File: config.mk
export PLATFORM = sky130hd
export DESIGN_NAME = token_swirl_driver
export DESIGN_NICKNAME = d
export VERILOG_FILES = /design/src/rtl/swirl_pkg.sv /design/src/rtl/swirl_tick_div.sv /design/src/rtl/token_swirl_driver.sv
export SDC_FILE = /design/constraint.sdc
export NUM_CORES = 1
export LEC_CHECK = 0
export ABC_CLOCK_PERIOD_IN_PS = 2150
export CORE_ASPECT_RATIO = 0.6
export CORE_MARGIN = 2
export CORE_UTILIZATION = 51
export DETAILED_ROUTE_END_ITERATION = 6
export PLACE_DENSITY_LB_ADDON = 0.3
export SLEW_MARGIN = 20
export SYNTH_ARGS = -nofsm -noshare
export SYNTH_HDL_FRONTEND = slang
export SYNTH_SLANG_ARGS = --single-unit
File: constraint.sdc
create_clock -name clk -period 2.15 [get_ports clk]
set_input_delay 0.43 -clock clk [delete_from_list [all_inputs] [get_ports clk]]
set_output_delay 0.43 -clock clk [all_outputs]
set_load 0.02 [all_outputs]
File: src/rtl/swirl_pkg.sv
// ============================================================================
// Module : swirl_pkg
// Brief  : Shared state encoding, defaults and pattern-fill helper for the
//          LED token swirl driver.
// Rev    : 1.0  initial release
// ============================================================================
`default_nettype none

package swirl_pkg;

  localparam int          DEFAULT_NUM_LEDS = 4;
  localparam int          DEFAULT_TICK_DIV = 12_500_000;
  localparam int unsigned MAX_LEDS         = 32;

  typedef enum logic [1:0] {
    ST_IDLE = 2'd0,
    ST_SHOW = 2'd1,
    ST_SPIN = 2'd2
  } swirl_state_e;

  // Returns a word with the n lowest bits set; callers cast it to ring width.
  function automatic logic [MAX_LEDS-1:0] fill_low(input int unsigned n);
    logic [MAX_LEDS-1:0] r;
    r = '0;
    for (int unsigned i = 0; i < MAX_LEDS; i++) begin
      r[i[4:0]] = (i < n);
    end
    return r;
  endfunction

endpackage

`default_nettype wire

File: src/rtl/swirl_tick_div.sv
// ============================================================================
// Module : swirl_tick_div
// Brief  : Rotation prescaler; emits a one-cycle tick at count TICK_DIV-1.
// Rev    : 1.0  initial release
// ============================================================================
`default_nettype none

module swirl_tick_div #(
  parameter int TICK_DIV = 12_500_000,
  parameter int DIV_W    = 24
) (
  input  logic clk,
  input  logic rst,
  input  logic clr,
  input  logic en,
  output logic tick
);

  logic [DIV_W-1:0] count_q;
  logic [DIV_W-1:0] count_d;

  // clr dominates so a load on a tick cycle restarts the full interval
  always_comb begin
    tick    = en && (count_q == DIV_W'(TICK_DIV - 1));
    count_d = count_q;
    if (clr) begin
      count_d = '0;
    end else if (tick) begin
      count_d = '0;
    end else if (en) begin
      count_d = count_q + DIV_W'(1);
    end
  end

  always_ff @(posedge clk or posedge rst) begin
    if (rst) begin
      count_q <= '0;
    end else begin
      count_q <= count_d;
    end
  end

endmodule

`default_nettype wire

File: src/rtl/token_swirl_driver.sv
// ============================================================================
// Module : token_swirl_driver
// Brief  : Shows a token count as a contiguous lit group on an LED ring and
//          rotates it at a prescaled rate.
// Rev    : 1.0  initial release
// ============================================================================
`default_nettype none

module token_swirl_driver
  import swirl_pkg::*;
#(
  parameter int NUM_LEDS = DEFAULT_NUM_LEDS,
  parameter int CNT_W    = 4,
  parameter int TICK_DIV = DEFAULT_TICK_DIV,
  parameter int DIV_W    = 24
) (
  input  logic                clk,
  input  logic                rst,
  input  logic [CNT_W-1:0]    tok_count,
  input  logic                load,
  input  logic                start,
  input  logic                dir,
  output logic [NUM_LEDS-1:0] led,
  output logic                busy,
  output logic                step_done
);

  swirl_state_e          state_q, state_d;
  logic [NUM_LEDS-1:0]   pattern_q, pattern_d;
  logic                  busy_q, busy_d;
  logic                  step_done_q, step_done_d;

  logic                  spin_run;
  logic                  tick;
  int unsigned           tok_n;
  int unsigned           lit_n;
  logic [NUM_LEDS-1:0]   fill_pat;
  logic [NUM_LEDS-1:0]   rot_pat;

  // Prescaler only runs while actively spinning; any other cycle parks it at 0
  assign spin_run = (state_q == ST_SPIN) && start;

  swirl_tick_div #(
    .TICK_DIV (TICK_DIV),
    .DIV_W    (DIV_W)
  ) u_tick_div (
    .clk  (clk),
    .rst  (rst),
    .clr  (load || !spin_run),
    .en   (spin_run),
    .tick (tick)
  );

  always_comb begin
    tok_n    = 32'(tok_count);
    lit_n    = (tok_n > int'(NUM_LEDS)) ? NUM_LEDS : tok_n;
    fill_pat = NUM_LEDS'(fill_low(lit_n));
    if (dir) begin
      rot_pat = {pattern_q[0], pattern_q[NUM_LEDS-1:1]};
    end else begin
      rot_pat = {pattern_q[NUM_LEDS-2:0], pattern_q[NUM_LEDS-1]};
    end
  end

  always_comb begin
    state_d     = state_q;
    pattern_d   = pattern_q;
    step_done_d = 1'b0;
    if (load) begin
      pattern_d = fill_pat;
      state_d   = start ? ST_SPIN : ST_SHOW;
    end else begin
      case (state_q)
        ST_IDLE: state_d = ST_IDLE;
        ST_SHOW: if (start) state_d = ST_SPIN;
        ST_SPIN: begin
          if (!start) begin
            state_d = ST_SHOW;
          end else if (tick) begin
            pattern_d   = rot_pat;
            step_done_d = 1'b1;
          end
        end
        default: state_d = ST_IDLE;
      endcase
    end
    busy_d = (state_d == ST_SPIN);
  end

  always_ff @(posedge clk or posedge rst) begin
    if (rst) begin
      state_q     <= ST_IDLE;
      pattern_q   <= '0;
      busy_q      <= 1'b0;
      step_done_q <= 1'b0;
    end else begin
      state_q     <= state_d;
      pattern_q   <= pattern_d;
      busy_q      <= busy_d;
      step_done_q <= step_done_d;
    end
  end

  assign led       = pattern_q;
  assign busy      = busy_q;
  assign step_done = step_done_q;

endmodule

`default_nettype wire

==> impl_metrics.ini, run 1 <==
; physical design summary
[logic_synthesis]
syn_avg_cell_area_sq_um = 9.55
adder_share = 0.0215
yosysUniqueCellTypes = 40
simple_gate_area_frac = 0.273
synthXorXnorAreaFrac = 0.0551
synth_top_area_share = 0.458
yosysWarnings = 0
top_cell = dfrtp_1

[finish]
logic_area_sq_um = 876
num-fill-cells = 278
diodes = 0
final_cells = 246
largest_class = combinational gates
clk_share = 0.0528
signal_buffers = 19
largest-register = u_tick_div.count_q

[sta]
period_minus_slack_ps = 1930
slew_viol_final = 0
max_freq_mhz = 518

[critical_path]
critPathMaxStageDelay_ps = 520
crit_start = u_tick_div.count_q[5]$_DFFE_PP0P_
end_kind = register

[clocking]
clock_path_buffers = 2
cts_tree = yes
cts_hold_buf = 0
clk_pin_slew_ps = 70

[floorplan]
design.die.area_sq_mm = 0.00393

[outcome]
outcome = completed

[drt]
drcViolationCount = 0
wl_met1_microns = 1990
num_vias = 1459
detail-route-antenna-nets = 0

[global_routing]
antenna_found_initial = 0
grt_pass1_wl_microns = 6800

[power]
p_seq_frac = 0.481
p_total_mw = 1.30
p_switching_mw = 0.286
p_int_mw = 1.01
top_power_group = sequential cells
switching_share = 0.220
combPwrFrac = 0.092

[job]
cap_violations = 0

[placement]
placed_cell_area_sq_mm = 0.00193
port_buffers = 14
dp_slack_ps = 111
hpwl_microns = 2920

[worst_hold_path]
whs_endpoint = u_tick_div.count_q[0]$_DFFE_PP0P_
Run 1, cells coloured by class:
Bar = 20 microns. Fill, decap, tap and diode cells in grey.
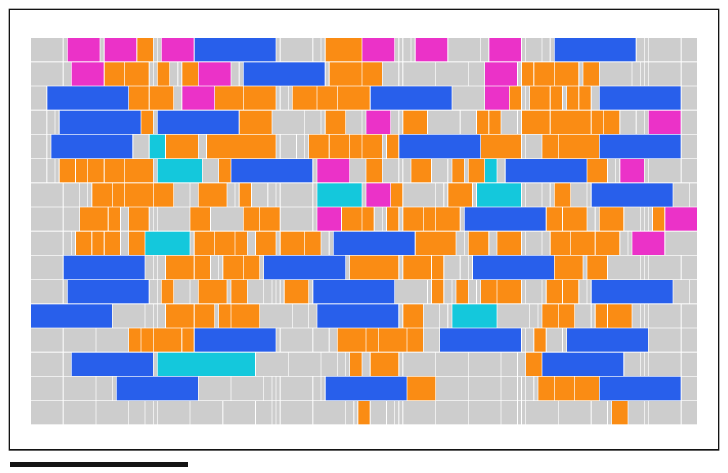
cyan -> clock drivers and dummy loads  # cells 8, share of their area 5.4%
orange -> remaining logic cells  # cells 142, share of their area 45%
magenta -> remaining buffers and delay cells  # cells 19, share of their area 9.0%
blue -> sequential cells  # cells 32, share of their area 40%
row count: 16
final instance area: 0.00204 sq mm
Layout Utilization: 0.624
core footprint: 0.00326 sq mm

Run 1, sequential cells coloured by netlist name:
Bar = 20 microns. Other sequential cells in the stronger grey, the rest of the logic in the fainter grey.
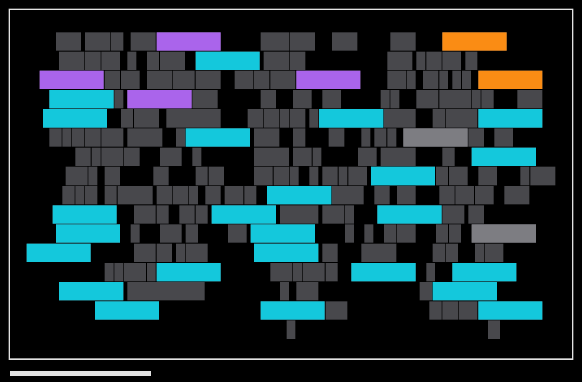
orange -> `state_q`  # flops 2
purple -> `led`  # flops 4
cyan -> `u_tick_div.count_q`  # flops 24

Run 1, congestion heat map:
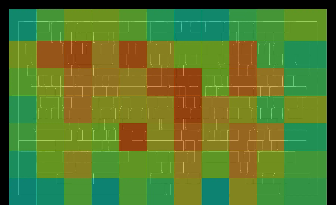
GRT Max-Usage Layer: met2
GRT Overall Usage: 0.225
GRT met1 Usage: 0.325
WL/cell: 15.8 microns
GR Util met2: 0.352

Run 1, metal layers overlaid:
Bar = 20 microns. Only two layers are drawn.
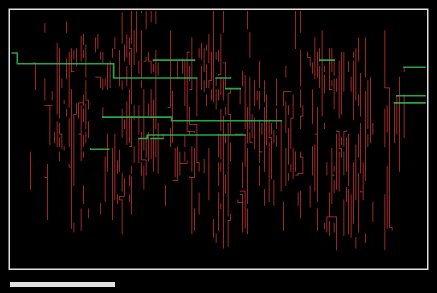

==> inputs of run 2 (changes only) <==
--- a/config.mk
+++ b/config.mk
@@ -5,13 +5,12 @@
 export SDC_FILE = /design/constraint.sdc
 export NUM_CORES = 1
 export LEC_CHECK = 0
-export ABC_CLOCK_PERIOD_IN_PS = 2150
+export ABC_CLOCK_PERIOD_IN_PS = 1800
 export CORE_ASPECT_RATIO = 0.6
 export CORE_MARGIN = 2
 export CORE_UTILIZATION = 51
 export DETAILED_ROUTE_END_ITERATION = 6
 export PLACE_DENSITY_LB_ADDON = 0.3
-export SLEW_MARGIN = 20
 export SYNTH_ARGS = -nofsm -noshare
 export SYNTH_HDL_FRONTEND = slang
 export SYNTH_SLANG_ARGS = --single-unit
==> constraint.sdc (replaced) <==
create_clock -name clk -period 1.8 [get_ports clk]
set_input_delay 0.36 -clock clk [delete_from_list [all_inputs] [get_ports clk]]
set_output_delay 0.36 -clock clk [all_outputs]
set_load 0.02 [all_outputs]
Run 2, metal layers overlaid:
Bar = 20 microns. Only two layers are drawn.
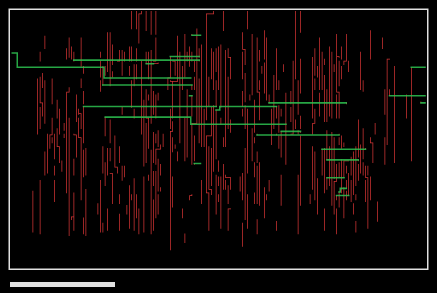
red -> M2  # wire length 1780 microns
green -> M3  # wire length 229 microns
Routed WL: 3990 microns
WL/cell: 15.7 microns
GRT Overall Usage: 0.229
routed via count: 1505

Run 2, sequential cells coloured by netlist name:
Bar = 20 microns. Other sequential cells in the stronger grey, the rest of the logic in the fainter grey.
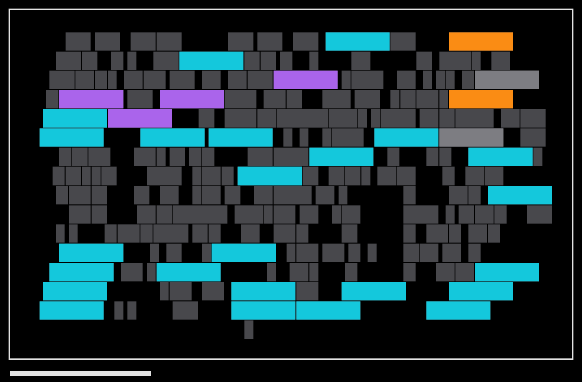
cyan -> `u_tick_div.count_q`  # flops 24
purple -> `led`  # flops 4
orange -> `state_q`  # flops 2
not coloured = 2

==> run 2 against run 1 <==
Sequential cell count did not move. Sequential power rose by 19%. Clock power fell by 9.0%. Clock skew fell by 2.9 ps. Die area did not move. Via count rose by 3.2%. Power rose by 8.2%. Core utilization rose by 2.6 points. Design area rose by 4.2%. Critical path type unchanged. Largest power group unchanged. Highest routed layer unchanged.
==> impl_metrics.ini, run 2 <==
; physical design summary
[drt]
drcViolationCount = 0
wl_met1_microns = 1950
detail-route-antenna-nets = 0

[finish]
clk_share = 0.0365
final_util = 0.651
design_area_sq_mm = 0.00212
largest-register = u_tick_div.count_q
num-fill-cells = 270
largest_class = combinational gates
diodes = 0
final_cells = 255
signal_buffers = 29
logic_area_sq_um = 905

[sta]
max_freq_mhz = 566
period_minus_slack_ps = 1770

[logic_synthesis]
yosysUniqueCellTypes = 40
synthXorXnorAreaFrac = 0.0551
yosysWarnings = 0

[clocking]
cts_hold_buf = 0
cts_tree = yes
clock_path_buffers = 2
clk_pin_slew_ps = 60

[critical_path]
critPathMaxStageDelay_ps = 380
end_kind = register
crit_start = state_q[0]$_DFF_PP0_

[worst_hold_path]
whs_endpoint = u_tick_div.count_q[0]$_DFFE_PP0P_

[power]
switching_share = 0.238
p_seq_frac = 0.531
p_total_mw = 1.41

[job]
cap_violations = 0

[global_routing]
antenna_found_initial = 0
met1_usage = 0.329
top_usage_layer = met2

[floorplan]
coreArea_sq_mm = 0.00326
row_count = 16

[placement]
port_buffers = 14
placed_cell_area_sq_mm = 0.00202

[outcome]
outcome = completed
No activity file was given, so power comes from the tool's default toggle rates.
